**config.mk**
```make
export PLATFORM = sky130hd
export DESIGN_NAME = cfg_reg_bank_flat
export DESIGN_NICKNAME = d
export VERILOG_FILES = /design/src/rtl/cfg_reg_bank_if.sv /design/src/rtl/cfg_reg_bank.sv /design/src/flat_wrapper.sv
export SDC_FILE = /design/constraint.sdc
export NUM_CORES = 1
export LEC_CHECK = 0
export CORE_AREA = 3 3 237 239
export CTS_BUF_LIST = sky130_fd_sc_hd__clkbuf_16
export DETAILED_ROUTE_END_ITERATION = 12
export DIE_AREA = 0 0 240 242
export PLACE_DENSITY_LB_ADDON = 0.25
export SETUP_SLACK_MARGIN = 0.1
export SYNTH_ARGS = -nofsm -noshare
export SYNTH_HDL_FRONTEND = slang
export SYNTH_SLANG_ARGS = --single-unit
```
**constraint.sdc**
```tcl
create_clock -name clock -period 1.5 [get_ports clock]
set_clock_uncertainty 0.2 [all_clocks]
set_input_delay 0.45 -clock clock [delete_from_list [all_inputs] [get_ports clock]]
set_output_delay 0.45 -clock clock [all_outputs]
set_load 0.02 [all_outputs]
```
**src/rtl/cfg_reg_bank_if.sv**
```systemverilog
// cfg_reg_bank_if: simple rd/wr register bus.
// Master drives strobes/addr/data; slave answers.
interface cfg_reg_bank_if #(
  parameter int ASIZE = 8,
  parameter int DSIZE = 32
) ();
  logic             wr_en;
  logic [ASIZE-1:0] wr_addr;
  logic [DSIZE-1:0] wr_data;
  logic             rd_en;
  logic [ASIZE-1:0] rd_addr;
  logic [DSIZE-1:0] rd_data;
  logic             rd_vld;
  logic             bus_err;

  modport master (
    output wr_en, wr_addr, wr_data,
    output rd_en, rd_addr,
    input  rd_data, rd_vld, bus_err
  );

  modport slave (
    input  wr_en, wr_addr, wr_data,
    input  rd_en, rd_addr,
    output rd_data, rd_vld, bus_err
  );
endinterface

```
**src/rtl/cfg_reg_bank.sv**
```systemverilog
// cfg_reg_bank: NREG config registers (RW/RO/PULSE/RW+INTR)
// plus IRQ status (W1C) and mask behind one rd/wr bus.
module cfg_reg_bank #(
  parameter int ASIZE = 8,
  parameter int DSIZE = 32,
  parameter int NREG  = 8,
  parameter int BASE  = 0,
  parameter logic [2*NREG-1:0]     REG_MODE = '0,
  parameter logic [NREG*DSIZE-1:0] DEFAULT  = '0
) (
  input  logic                  clock,
  input  logic                  rst_n,
  cfg_reg_bank_if.slave         bus,
  output logic [NREG*DSIZE-1:0] reg_q,
  input  logic [NREG*DSIZE-1:0] ro_d,
  input  logic [NREG-1:0]       soft_rst,
  input  logic [NREG-1:0]       intr_trig,
  output logic                  irq
);

  localparam logic [1:0] M_RW    = 2'b00;
  localparam logic [1:0] M_RO    = 2'b01;
  localparam logic [1:0] M_PULSE = 2'b10;
  localparam logic [1:0] M_INTR  = 2'b11;

  localparam logic [ASIZE-1:0] A_ST =
    ASIZE'(BASE + NREG);
  localparam logic [ASIZE-1:0] A_MK =
    ASIZE'(BASE + NREG + 1);

  function automatic logic [1:0] mode(int i);
    return REG_MODE[2*i +: 2];
  endfunction

  // PULSE and RO registers hold no stored value.
  function automatic logic [DSIZE-1:0] rst_val(int i);
    if (mode(i) == M_RW || mode(i) == M_INTR)
      return DEFAULT[i*DSIZE +: DSIZE];
    return '0;
  endfunction

  logic [NREG-1:0][DSIZE-1:0] regs_q, regs_d;
  logic [NREG-1:0] status_q, status_d;
  logic [NREG-1:0] mask_q, mask_d;
  logic [NREG-1:0] trig_q;
  logic [DSIZE-1:0] rd_data_q, rd_data_d;
  logic rd_vld_q;
  logic bus_err_q, bus_err_d;
  logic irq_q, irq_d;

  logic [NREG-1:0] ro_m, pls_m, int_m;
  logic [NREG-1:0] wr_hit, rd_hit;
  logic wr_st, wr_mk, rd_st, rd_mk;
  logic wr_map, rd_map;
  logic [NREG-1:0] trig_edge, w1c;
  logic [DSIZE-1:0] rd_val;

  // Per-register mode masks and address decode.
  always_comb begin
    ro_m   = '0;
    pls_m  = '0;
    int_m  = '0;
    wr_hit = '0;
    rd_hit = '0;
    for (int i = 0; i < NREG; i++) begin
      ro_m[i]   = mode(i) == M_RO;
      pls_m[i]  = mode(i) == M_PULSE;
      int_m[i]  = mode(i) == M_INTR;
      wr_hit[i] = bus.wr_addr == ASIZE'(BASE + i);
      rd_hit[i] = bus.rd_addr == ASIZE'(BASE + i);
    end
    wr_st  = bus.wr_addr == A_ST;
    wr_mk  = bus.wr_addr == A_MK;
    rd_st  = bus.rd_addr == A_ST;
    rd_mk  = bus.rd_addr == A_MK;
    wr_map = |wr_hit | wr_st | wr_mk;
    rd_map = |rd_hit | rd_st | rd_mk;
  end

  // Read mux: RO gives live ro_d, PULSE reads 0.
  always_comb begin
    rd_val = '0;
    unique case (1'b1)
      rd_st: rd_val = DSIZE'(status_q);
      rd_mk: rd_val = DSIZE'(mask_q);
      |rd_hit: begin
        for (int i = 0; i < NREG; i++) begin
          if (rd_hit[i]) begin
            if (ro_m[i])
              rd_val = ro_d[i*DSIZE +: DSIZE];
            else if (!pls_m[i])
              rd_val = regs_q[i];
          end
        end
      end
      default: rd_val = '0;
    endcase
  end

  // Next state: writes, pulse decay, soft reset, irq.
  always_comb begin
    regs_d = regs_q;
    for (int i = 0; i < NREG; i++) begin
      if (pls_m[i])
        regs_d[i] = '0;
      if (bus.wr_en && wr_hit[i] && !ro_m[i])
        regs_d[i] = bus.wr_data;
      if (soft_rst[i])
        regs_d[i] = rst_val(i);
    end
    trig_edge = intr_trig & ~trig_q & int_m;
    w1c = '0;
    if (bus.wr_en && wr_st)
      w1c = bus.wr_data[NREG-1:0];
    status_d = (status_q & ~w1c) | trig_edge;
    mask_d = mask_q;
    if (bus.wr_en && wr_mk)
      mask_d = bus.wr_data[NREG-1:0];
    irq_d = |(status_q & mask_q);
    rd_data_d = rd_data_q;
    if (bus.rd_en)
      rd_data_d = rd_val;
    bus_err_d =
      (bus.wr_en && (!wr_map || |(wr_hit & ro_m))) ||
      (bus.rd_en && !rd_map);
  end

  // State registers, async active-low reset.
  always_ff @(posedge clock or negedge rst_n) begin
    if (!rst_n) begin
      for (int i = 0; i < NREG; i++)
        regs_q[i] <= rst_val(i);
      status_q  <= '0;
      mask_q    <= '0;
      trig_q    <= '0;
      rd_data_q <= '0;
      rd_vld_q  <= 1'b0;
      bus_err_q <= 1'b0;
      irq_q     <= 1'b0;
    end else begin
      regs_q    <= regs_d;
      status_q  <= status_d;
      mask_q    <= mask_d;
      trig_q    <= intr_trig;
      rd_data_q <= rd_data_d;
      rd_vld_q  <= bus.rd_en;
      bus_err_q <= bus_err_d;
      irq_q     <= irq_d;
    end
  end

  assign reg_q       = regs_q;
  assign irq         = irq_q;
  assign bus.rd_data = rd_data_q;
  assign bus.rd_vld  = rd_vld_q;
  assign bus.bus_err = bus_err_q;

endmodule

```
**src/flat_wrapper.sv**
```systemverilog
// flat-port wrapper written by rule: the top's interface ports become plain ports
module cfg_reg_bank_flat 
#(
  parameter int ASIZE = 8,
  parameter int DSIZE = 32,
  parameter int NREG  = 8,
  parameter int BASE  = 0,
  parameter logic [2*NREG-1:0]     REG_MODE = '0,
  parameter logic [NREG*DSIZE-1:0] DEFAULT  = '0
)
  (clock, rst_n, reg_q, ro_d, soft_rst, intr_trig, irq, bus_wr_en, bus_wr_addr, bus_wr_data, bus_rd_en, bus_rd_addr, bus_rd_data, bus_rd_vld, bus_bus_err);
  cfg_reg_bank_if #(.ASIZE(ASIZE), .DSIZE(DSIZE)) bus_i ();
  input  logic clock;
  input  logic rst_n;
  output logic [NREG*DSIZE-1:0] reg_q;
  input  logic [NREG*DSIZE-1:0] ro_d;
  input  logic [NREG-1:0] soft_rst;
  input  logic [NREG-1:0] intr_trig;
  output logic irq;
  input wire logic [$bits(bus_i.wr_en)-1:0] bus_wr_en;
  input wire logic [$bits(bus_i.wr_addr)-1:0] bus_wr_addr;
  input wire logic [$bits(bus_i.wr_data)-1:0] bus_wr_data;
  input wire logic [$bits(bus_i.rd_en)-1:0] bus_rd_en;
  input wire logic [$bits(bus_i.rd_addr)-1:0] bus_rd_addr;
  output wire logic [$bits(bus_i.rd_data)-1:0] bus_rd_data;
  output wire logic [$bits(bus_i.rd_vld)-1:0] bus_rd_vld;
  output wire logic [$bits(bus_i.bus_err)-1:0] bus_bus_err;
  assign bus_i.wr_en = bus_wr_en;
  assign bus_i.wr_addr = bus_wr_addr;
  assign bus_i.wr_data = bus_wr_data;
  assign bus_i.rd_en = bus_rd_en;
  assign bus_i.rd_addr = bus_rd_addr;
  assign bus_rd_data = bus_i.rd_data;
  assign bus_rd_vld = bus_i.rd_vld;
  assign bus_bus_err = bus_i.bus_err;
  cfg_reg_bank #(.ASIZE(ASIZE), .DSIZE(DSIZE), .NREG(NREG), .BASE(BASE), .REG_MODE(REG_MODE), .DEFAULT(DEFAULT)) u_core (.clock(clock), .rst_n(rst_n), .bus(bus_i), .reg_q(reg_q), .ro_d(ro_d), .soft_rst(soft_rst), .intr_trig(intr_trig), .irq(irq));
endmodule
```
run_1/layer_met2.png
Drawn at 1.5 px/micron. Cells faint in the background.
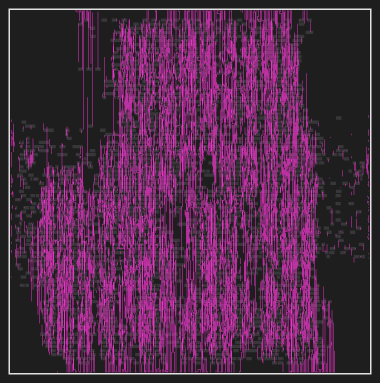
share of all routed wire: 48%
longest straight run: 107 microns
main direction: vertical
nets with wire on the layer: 2317
wire length on this layer: 40.3 mm
met2 Usage GRT: 0.4288
total number of vias: 17250

run_1/placement_by_type.png
Drawn at 1.5 px/micron. Fill, decap, tap and diode cells in grey.
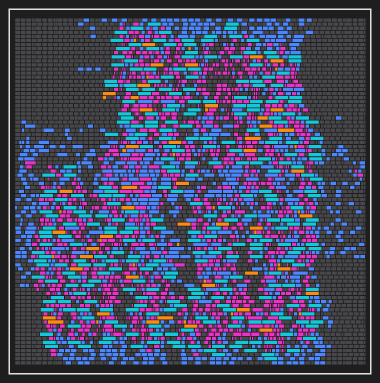
legend:
  magenta:
    class: combinational and other logic
    cells: 1179
    share_of_their_area: 33%
  orange:
    class: clock drivers and dummy loads
    cells: 68
    share_of_their_area: 4.3%
  cyan:
    class: sequential cells
    cells: 307
    share_of_their_area: 27%
  blue:
    class: remaining buffers and delay cells
    cells: 978
    share_of_their_area: 36%
Seq area share: 0.2585
Design Area, Final: 0.02981 sq mm

==> metrics.cfg, run 1 <==
[timing]
finalCritPeriodShare = 1.384
maxSlewViolCount = 0
setup_ws_ns = -0.5761
fin_setup_tns_ns = -204.89
fin_crit_ns = 2.076
slew_headroom = 0.4875
setup_violations = 596
grt_setup_unrepaired = yes

[detailed_routing]
vias_per_cell = 5.342
wl_met1_mm = 33.63
wl_per_cell_microns = 25.98
dr.pass1.iters = 7
drc = 0
met2_length_mm = 40.30
wl_mm = 83.90
antenna_left = 0

[floorplan]
fp-row-count = 85
ios = 615
initial_utilization = 0.2797
core_region_area_sq_mm = 0.05403
die_width_microns = 240
dieHeight_microns = 242
dieArea_sq_mm = 0.05808

[grt]
grt_use_met1 = 0.3379
grt_pass1_vias = 16793
met3_usage = 0.05590
grt_max_degree = 44
grt_first_pass_wirelength_mm = 113.3

[finish]
inv_count = 4
comb_area_sq_mm = 0.009430
final_cell_count_no_fill = 3229
final_util = 0.5518
nonClkBufAreaFrac = 0.3537
final-clk-cell-share = 0.04168
largestClassByArea = buffers
area_delta_synth_final_pct = 97.27
layout_top_cells = buf_4 (449), buf_6 (342), dfrtp_1 (289), nand2_1 (261), a21oi_2 (203)

[synth]
synth_chip_area_sq_mm = 0.01511
syn-instance-count = 1654
synth_top_cell_by_area = dfrtp_1
ys_sh_simple = 0.1840
synthTopCellsByCount = nand2_1 (481), dfrtp_1 (307), a21oi_1 (231)
ys_types = 58
ys_sh_aoi = 0.1877
top_cell_area_share = 0.5084
edf_count = 0
synth.cell_area_sq_mm = 0.01511
ys_sh_mux = 0.06773
ys_ff = 307
postSynthSeqShare = 0.5084

[placement]
pre_cts_slack_ns = -1.447
placed_area_sq_mm = 0.02235
hpwlAfterDp_mm = 54.05

[clocking]
cts_resized = 1686
htreeDepth = 2
cts_root_buf = clkbuf_16
cts_buffer_depth = 3
post_cts_buffers = 89

[power]
pwr-share-clk = 0.473
powerSeq_mw = 8.33
intPower_mw = 14.68
powerDensity_mw_per_mm2 = 671.3
combinationalPowerShare = 0.111
p_switching_mw = 5.335
p_seq_frac = 0.416

[setup_path]
path_cells = buf_8 > or4_4 > buf_8 > buf_12 > nor4_4 > buf_6 > clkbuf_16 > nand2_1 > a21oi_2
end_kind = register
crit_family = simple AND/OR/NAND/NOR gates
critPathArrivalTime_ns = 2.36
path_max_fanout = 5
cp.required_ns = 1.79
rr_worst_depth = 5
r2r_end = u_core.bus.rd_data[16]

[hold_path]
min_path_cells = 3
min_delay_worst_endpoint = u_core.reg_q[113]
min_from = soft_rst[3]

[flow_run]
warnings = 293
cap_violations = 0

[status]
status = complete, but fails checks
violations = negative setup slack

run_1/clocks.png
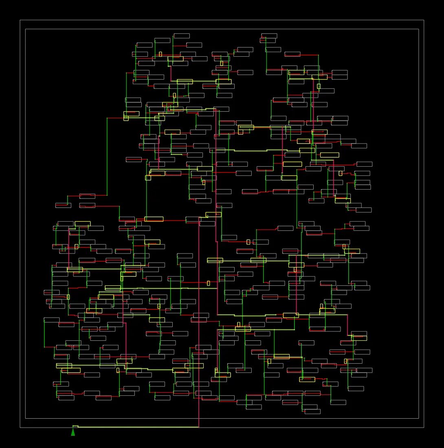
Clock Latency Late Sink: 0.57 ns
total CTS buffers: 37
Clock Buffer Count: 38
flop count: 307
Clk power: 9.46 mW

## Run 2: what changed since run 1
--- a/config.mk
+++ b/config.mk
@@ -5,10 +5,10 @@
 export SDC_FILE = /design/constraint.sdc
 export NUM_CORES = 1
 export LEC_CHECK = 0
-export CORE_AREA = 3 3 237 239
+export CORE_AREA = 2 2 243 245
 export CTS_BUF_LIST = sky130_fd_sc_hd__clkbuf_16
 export DETAILED_ROUTE_END_ITERATION = 12
-export DIE_AREA = 0 0 240 242
+export DIE_AREA = 0 0 245 247
 export PLACE_DENSITY_LB_ADDON = 0.25
 export SETUP_SLACK_MARGIN = 0.1
 export SYNTH_ARGS = -nofsm -noshare
run_2/clocks.png
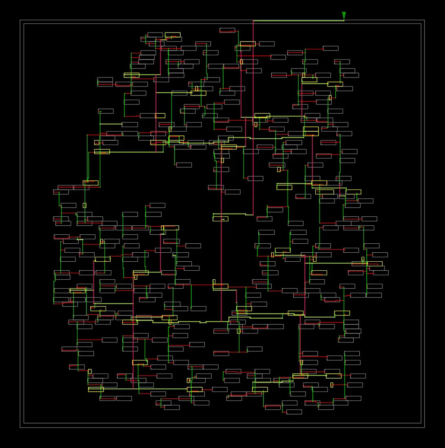
clk sinks: 307
Clock Latency Late Sink: 0.55 ns

==> run 2 against run 1 <==
  * The flow still finishes with violations (negative setup slack)
  * Sequential cell count did not move
  * Non-clock buffer count fell by 49
  * Power fell by 6.2%
  * Critical path type unchanged
  * Largest cell class unchanged
  * Largest power group unchanged
==> metrics.cfg, run 2 <==
[floorplan]
dieHeight_microns = 247
core_region_area_sq_mm = 0.05824
fp-row-count = 89
die_width_microns = 245

[grt]
met3_usage = 0.04808
grt_max_degree = 64
use_met2 = 0.3993
grt_use_met1 = 0.3198

[hold_path]
min_delay_worst_endpoint = u_core.reg_q[209]
min_from = soft_rst[6]

[finish]
final_cell_count_no_fill = 3250
nonClkBufAreaFrac = 0.3516
final_area_sq_mm = 0.02767
layout_top_cells = buf_4 (437), nand2_1 (385), buf_6 (330), dfrtp_1 (277), a21oi_1 (157)
flop-count = 307
final-clk-cell-share = 0.03952
clock_buffers = 38
seq_area_frac = 0.2790
area_delta_synth_final_pct = 83.09
inv_count = 4
largestClassByArea = buffers

[clocking]
cts_root_buf = clkbuf_16
cts_resized = 549
cts_buffers = 37
cts_buffer_depth = 3

[timing]
setup_violations = 596
grt_setup_unrepaired = yes
slew_headroom = 0.6434
fin_crit_ns = 2.079
finalCritPeriodShare = 1.386
fin_setup_tns_ns = -202.83
maxSlewViolCount = 0
setup_ws_ns = -0.5791

[power]
pwr-share-clk = 0.451
powerDensity_mw_per_mm2 = 678.8
p_seq_frac = 0.444
combinationalPowerShare = 0.105
power_clock_mw = 8.47
p_switching_mw = 4.955
intPower_mw = 13.83
powerSeq_mw = 8.33

[setup_path]
critPathArrivalTime_ns = 2.30
path_cells = buf_6 > or4_4 > buf_6 > or4b_4 > clkbuf_16 > nand2_4 > a21oi_2
rr_worst_depth = 4
end_kind = register
r2r_end = u_core.bus.rd_data[26]
crit_family = simple AND/OR/NAND/NOR gates

[placement]
pre_cts_slack_ns = -1.471
placed_area_sq_mm = 0.02244
hpwlAfterDp_mm = 54.86

[detailed_routing]
wl_met1_mm = 33.26
drc = 0
wl_mm = 80.93
vias_per_cell = 5.116
met2_length_mm = 38.96
num_vias = 16627
antenna_left = 0
wl_per_cell_microns = 24.90
dr.pass1.iters = 7

[synth]
synth_top_cell_by_area = dfrtp_1
synth_chip_area_sq_mm = 0.01511
postSynthSeqShare = 0.5084
edf_count = 0
synth.cell_area_sq_mm = 0.01511
synthTopCellsByCount = nand2_1 (481), dfrtp_1 (307), a21oi_1 (231)
ys_sh_simple = 0.1840
ys_sh_aoi = 0.1877
ys_ff = 307
syn-instance-count = 1654

[status]
status = complete, but fails checks
violations = negative setup slack

[flow_run]
cap_violations = 0

Power is estimated from default activity; no workload was simulated.
